`config.mk`:
```
export PLATFORM = sky130hd
export DESIGN_NAME = issue_queue
export DESIGN_NICKNAME = d
export VERILOG_FILES = /design/src/rtl/issue_queue_pkg.sv /design/src/rtl/issue_select.sv /design/src/rtl/issue_queue.sv
export SDC_FILE = /design/constraint.sdc
export NUM_CORES = 2
export LEC_CHECK = 0
export ABC_AREA = 1
export CORE_MARGIN = 2
export CORE_UTILIZATION = 53
export CTS_CLUSTER_DIAMETER = 120
export DETAILED_ROUTE_END_ITERATION = 10
export PLACE_DENSITY = 0.68
export SLEW_MARGIN = 20
export SYNTH_ARGS = -nofsm -noshare
export SYNTH_HDL_FRONTEND = slang
export SYNTH_SLANG_ARGS = --single-unit
```
`constraint.sdc`:
```
create_clock -name clk -period 44.7 [get_ports clk]
set_input_delay 8.94 -clock clk [delete_from_list [all_inputs] [get_ports clk]]
set_output_delay 8.94 -clock clk [all_outputs]
set_load 0.02 [all_outputs]
```
`src/rtl/issue_queue_pkg.sv`:
```
// Shared types and defaults for the issue queue slice.
// ALU encodings match the dispatch/rename decode tables.
package issue_queue_pkg;
  localparam int XLEN      = 32;
  localparam int TAG_W_DEF = 6;
  localparam int ROB_W_DEF = 6;

  typedef enum logic [3:0] {
    ALU_NONE     = 4'b0000,
    ALU_OR       = 4'b0001,
    ALU_ADD      = 4'b0010,
    ALU_XOR      = 4'b0011,
    ALU_SRA      = 4'b1011,
    ALU_PASS_RHS = 4'b1111
  } alu_ctrl_e;
endpackage

```
`src/rtl/issue_select.sv`:
```
// Priority encoder: lowest-index asserted request wins.
// Lowest index is the oldest entry in a collapsing queue.
module issue_select #(
  parameter int N  = 8,
  parameter int IW = $clog2(N)
) (
  input  logic [N-1:0]  req,
  output logic          found,
  output logic [IW-1:0] idx
);
  always_comb begin
    found = |req;
    idx   = '0;
    for (int i = N - 1; i >= 0; i--)
      if (req[i]) idx = IW'(i);
  end
endmodule

```
`src/rtl/issue_queue.sv`:
```
// Collapsing oldest-first reservation station for one FU.
// Snoops wakeup, issues the oldest ready entry, compacts on issue.
module issue_queue
  import issue_queue_pkg::*;
#(
  parameter int ENTRIES = 8,
  parameter int TAG_W   = TAG_W_DEF,
  parameter int ROB_W   = ROB_W_DEF
) (
  input  logic             clk,
  input  logic             reset,
  input  logic             alloc_valid,
  output logic             alloc_ready,
  input  logic [3:0]       alloc_ALUControl,
  input  logic             alloc_ALUSrc,
  input  logic             alloc_is_for_lsq,
  input  logic [XLEN-1:0]  alloc_imm,
  input  logic             alloc_rs1_ready,
  input  logic             alloc_rs2_ready,
  input  logic [TAG_W-1:0] alloc_rs1_tag,
  input  logic [TAG_W-1:0] alloc_rs2_tag,
  input  logic [XLEN-1:0]  alloc_rs1_value,
  input  logic [XLEN-1:0]  alloc_rs2_value,
  input  logic [TAG_W-1:0] alloc_tag_to_output,
  input  logic [ROB_W-1:0] alloc_rob_index,
  input  logic             wakeup_active,
  input  logic [TAG_W-1:0] wakeup_tag,
  input  logic [XLEN-1:0]  wakeup_value,
  input  logic             fu_is_available,
  output logic             issue_write_enable,
  output logic [3:0]       issue_ALUControl,
  output logic             issue_ALUSrc,
  output logic             issue_is_for_lsq,
  output logic [XLEN-1:0]  issue_imm,
  output logic [XLEN-1:0]  issue_rs1_value,
  output logic [XLEN-1:0]  issue_rs2_value,
  output logic [TAG_W-1:0] issue_tag_to_output,
  output logic [ROB_W-1:0] issue_rob_index
);
  localparam int IW = $clog2(ENTRIES);
  localparam int CW = $clog2(ENTRIES + 1);

  typedef struct packed {
    logic             valid;
    logic [3:0]       ctrl;
    logic             src;
    logic             lsq;
    logic [XLEN-1:0]  imm;
    logic             r1_rdy;
    logic [TAG_W-1:0] r1_tag;
    logic [XLEN-1:0]  r1_val;
    logic             r2_rdy;
    logic [TAG_W-1:0] r2_tag;
    logic [XLEN-1:0]  r2_val;
    logic [TAG_W-1:0] dst;
    logic [ROB_W-1:0] rob;
  } entry_t;

  entry_t          q     [ENTRIES];
  entry_t          q_n   [ENTRIES];
  entry_t          w     [ENTRIES];
  entry_t          cand;
  entry_t          new_raw;
  entry_t          new_e;
  logic [CW-1:0]   count;
  logic [CW-1:0]   alloc_pos;
  logic [ENTRIES-1:0] rdy;
  logic            sel_found;
  logic [IW-1:0]   sel_idx;
  logic            alloc_fire;

  function automatic entry_t snoop(entry_t e);
    entry_t r;
    r = e;
    if (wakeup_active && e.valid) begin
      if (!e.r1_rdy && e.r1_tag == wakeup_tag) begin
        r.r1_rdy = 1'b1;
        r.r1_val = wakeup_value;
      end
      if (!e.r2_rdy && e.r2_tag == wakeup_tag) begin
        r.r2_rdy = 1'b1;
        r.r2_val = wakeup_value;
      end
    end
    return r;
  endfunction

  always_comb
    for (int i = 0; i < ENTRIES; i++)
      rdy[i] = q[i].valid & q[i].r1_rdy & q[i].r2_rdy;

  issue_select #(.N(ENTRIES), .IW(IW)) u_sel (
    .req   (rdy),
    .found (sel_found),
    .idx   (sel_idx)
  );

  always_comb begin
    cand = '0;
    for (int i = 0; i < ENTRIES; i++)
      if (sel_found && int'(sel_idx) == i) cand = q[i];
  end

  assign alloc_ready        = count < CW'(ENTRIES);
  assign alloc_fire         = alloc_valid & alloc_ready;
  assign issue_write_enable = fu_is_available & sel_found;
  assign alloc_pos          = count - CW'(issue_write_enable);

  assign issue_ALUControl    = cand.ctrl;
  assign issue_ALUSrc        = cand.src;
  assign issue_is_for_lsq    = cand.lsq;
  assign issue_imm           = cand.imm;
  assign issue_rs1_value     = cand.r1_val;
  assign issue_rs2_value     = cand.r2_val;
  assign issue_tag_to_output = cand.dst;
  assign issue_rob_index     = cand.rob;

  always_comb begin
    new_raw = '{
      valid:  1'b1,
      ctrl:   alloc_ALUControl,
      src:    alloc_ALUSrc,
      lsq:    alloc_is_for_lsq,
      imm:    alloc_imm,
      r1_rdy: alloc_rs1_ready,
      r1_tag: alloc_rs1_tag,
      r1_val: alloc_rs1_value,
      r2_rdy: alloc_rs2_ready,
      r2_tag: alloc_rs2_tag,
      r2_val: alloc_rs2_value,
      dst:    alloc_tag_to_output,
      rob:    alloc_rob_index
    };
    new_e = snoop(new_raw);
  end

  // Wakeup first, then collapse over the issued slot, then append.
  always_comb begin
    for (int i = 0; i < ENTRIES; i++) w[i] = snoop(q[i]);
    for (int i = 0; i < ENTRIES; i++) q_n[i] = w[i];
    if (issue_write_enable) begin
      for (int i = 0; i < ENTRIES - 1; i++)
        if (i >= int'(sel_idx)) q_n[i] = w[i+1];
      q_n[ENTRIES-1] = '0;
    end
    if (alloc_fire)
      for (int i = 0; i < ENTRIES; i++)
        if (int'(alloc_pos) == i) q_n[i] = new_e;
  end

  always_ff @(posedge clk or posedge reset) begin
    if (reset) begin
      for (int i = 0; i < ENTRIES; i++) q[i] <= '0;
      count <= '0;
    end else begin
      q     <= q_n;
      count <= count + CW'(alloc_fire) - CW'(issue_write_enable);
    end
  end
endmodule

```
==> summary.txt <==
WS Path Type - primary input to primary output
Clock sinks - 1036
Hold Violations, Final - 0
Status - finished, final reports clean
TritonCTS clock tree - built
Buffer share of cell area - 5.53%
Fraction of area in registers - 37.0%
Clk_skew - 0.0376 ns
Registers, synthesis - 1036
VDD IR-drop max - 0.0767 mV
Fraction of area in multi-input gates - 43.7%
Latency at later pin - 0.76 ns
Synth Area in Simple Gates - 25.7%
Crit-path cells - clkdlybuf4s50_1 -> o21ai_4 -> inv_2 -> buf_4 -> clkdlybuf4s50_1
Hold path endpoint - count[0]$_DFF_PP0_
Complex Gates by Area - 21.8%
Largest net degree at the start of global routing - 163
Max clock buf depth - 3
Final setup vio count - 0
Req. time, crit path - 35.76 ns
Highest routed layer - met5
Syn Inst Count - 9136
Synth Cell Area - 63100 µm²
CP arrival - 10.93 ns
Post-Place Cells - 10364
Critical Path Sink Type - primary output
M1 GR Usage - 52.7%
Layout cell share with drive strength beyond 1 - 5.53%
FF-to-FF Start - q[128]$_DFF_PP0_
Remaining DRCs - 0
Hold Crit Depth - 1
P_clk - 1050 µW
Pwr/cell area - 87.4 nW/µm²
Seq power - 1680 µW
YS warnings - 0
H-tree levels - 3
Inverters excl. clock - 905
Largest stage delay, worst path - 0.75 ns
Global Route met2 Usage - 64.0%
Ant diodes - 4
Flop2flop setup slack - 38.79 ns
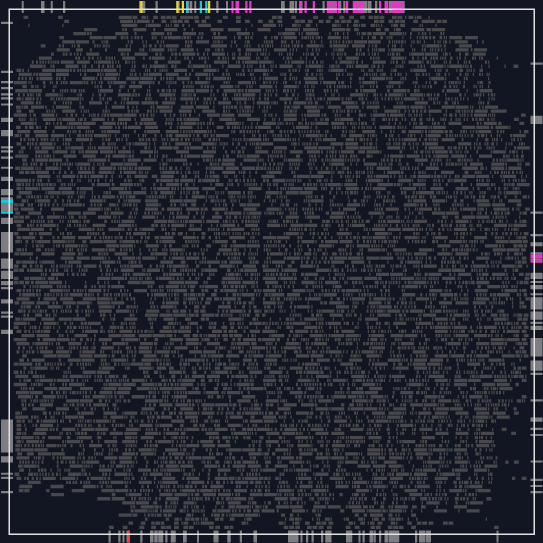
pinout.png
(1.5 px per µm) Pins as bars across the die edge, other pins in gray.
color	port	pins	direction	edge
red	alloc_valid	1	input	south
magenta	issue_rs2_value	32	output	29 north, 3 east
yellow	issue_ALUControl	4	output	north
cyan	issue_tag_to_output	6	output	3 north, 3 west

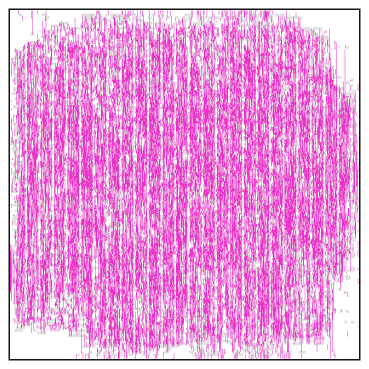
m2.png
(1 px per µm)
longest straight run	147 µm
wire length on this layer	112 mm
share of all routed wire	44%

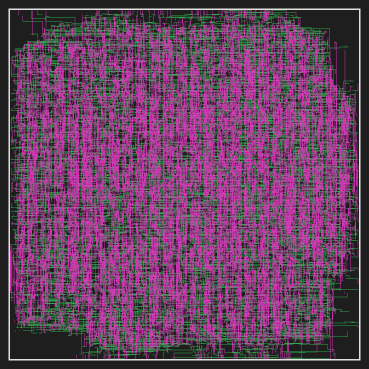
layers.png
(1 px per µm) Only two layers are drawn.
color	layer	wire length
green	M1	95.1 mm
magenta	M2	112 mm
wire per inst: 24.4 µm
vias: 66399
routed wire length: 258000 µm
GRT Total Usage: 41.5%

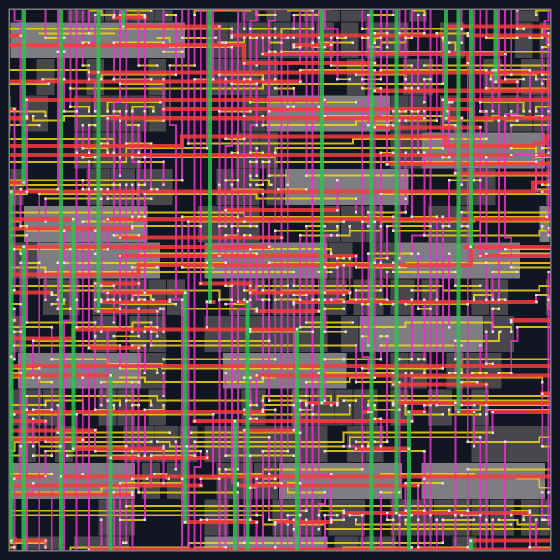
closeup.png
Region (154, 154) to (194, 194) µm. Cells in gray, sequential cells in the stronger gray; small squares are vias.
color	layer
red	M3
green	M4
magenta	M2
yellow	M1
cells with their middle in the window	138
most frequent	nand2_1 (46), inv_1 (14), dfrtp_1 (14)
netlist names of flops here include	q (14)
sequential cells in the window	14

No activity file was given, so power comes from the tool's default toggle rates.
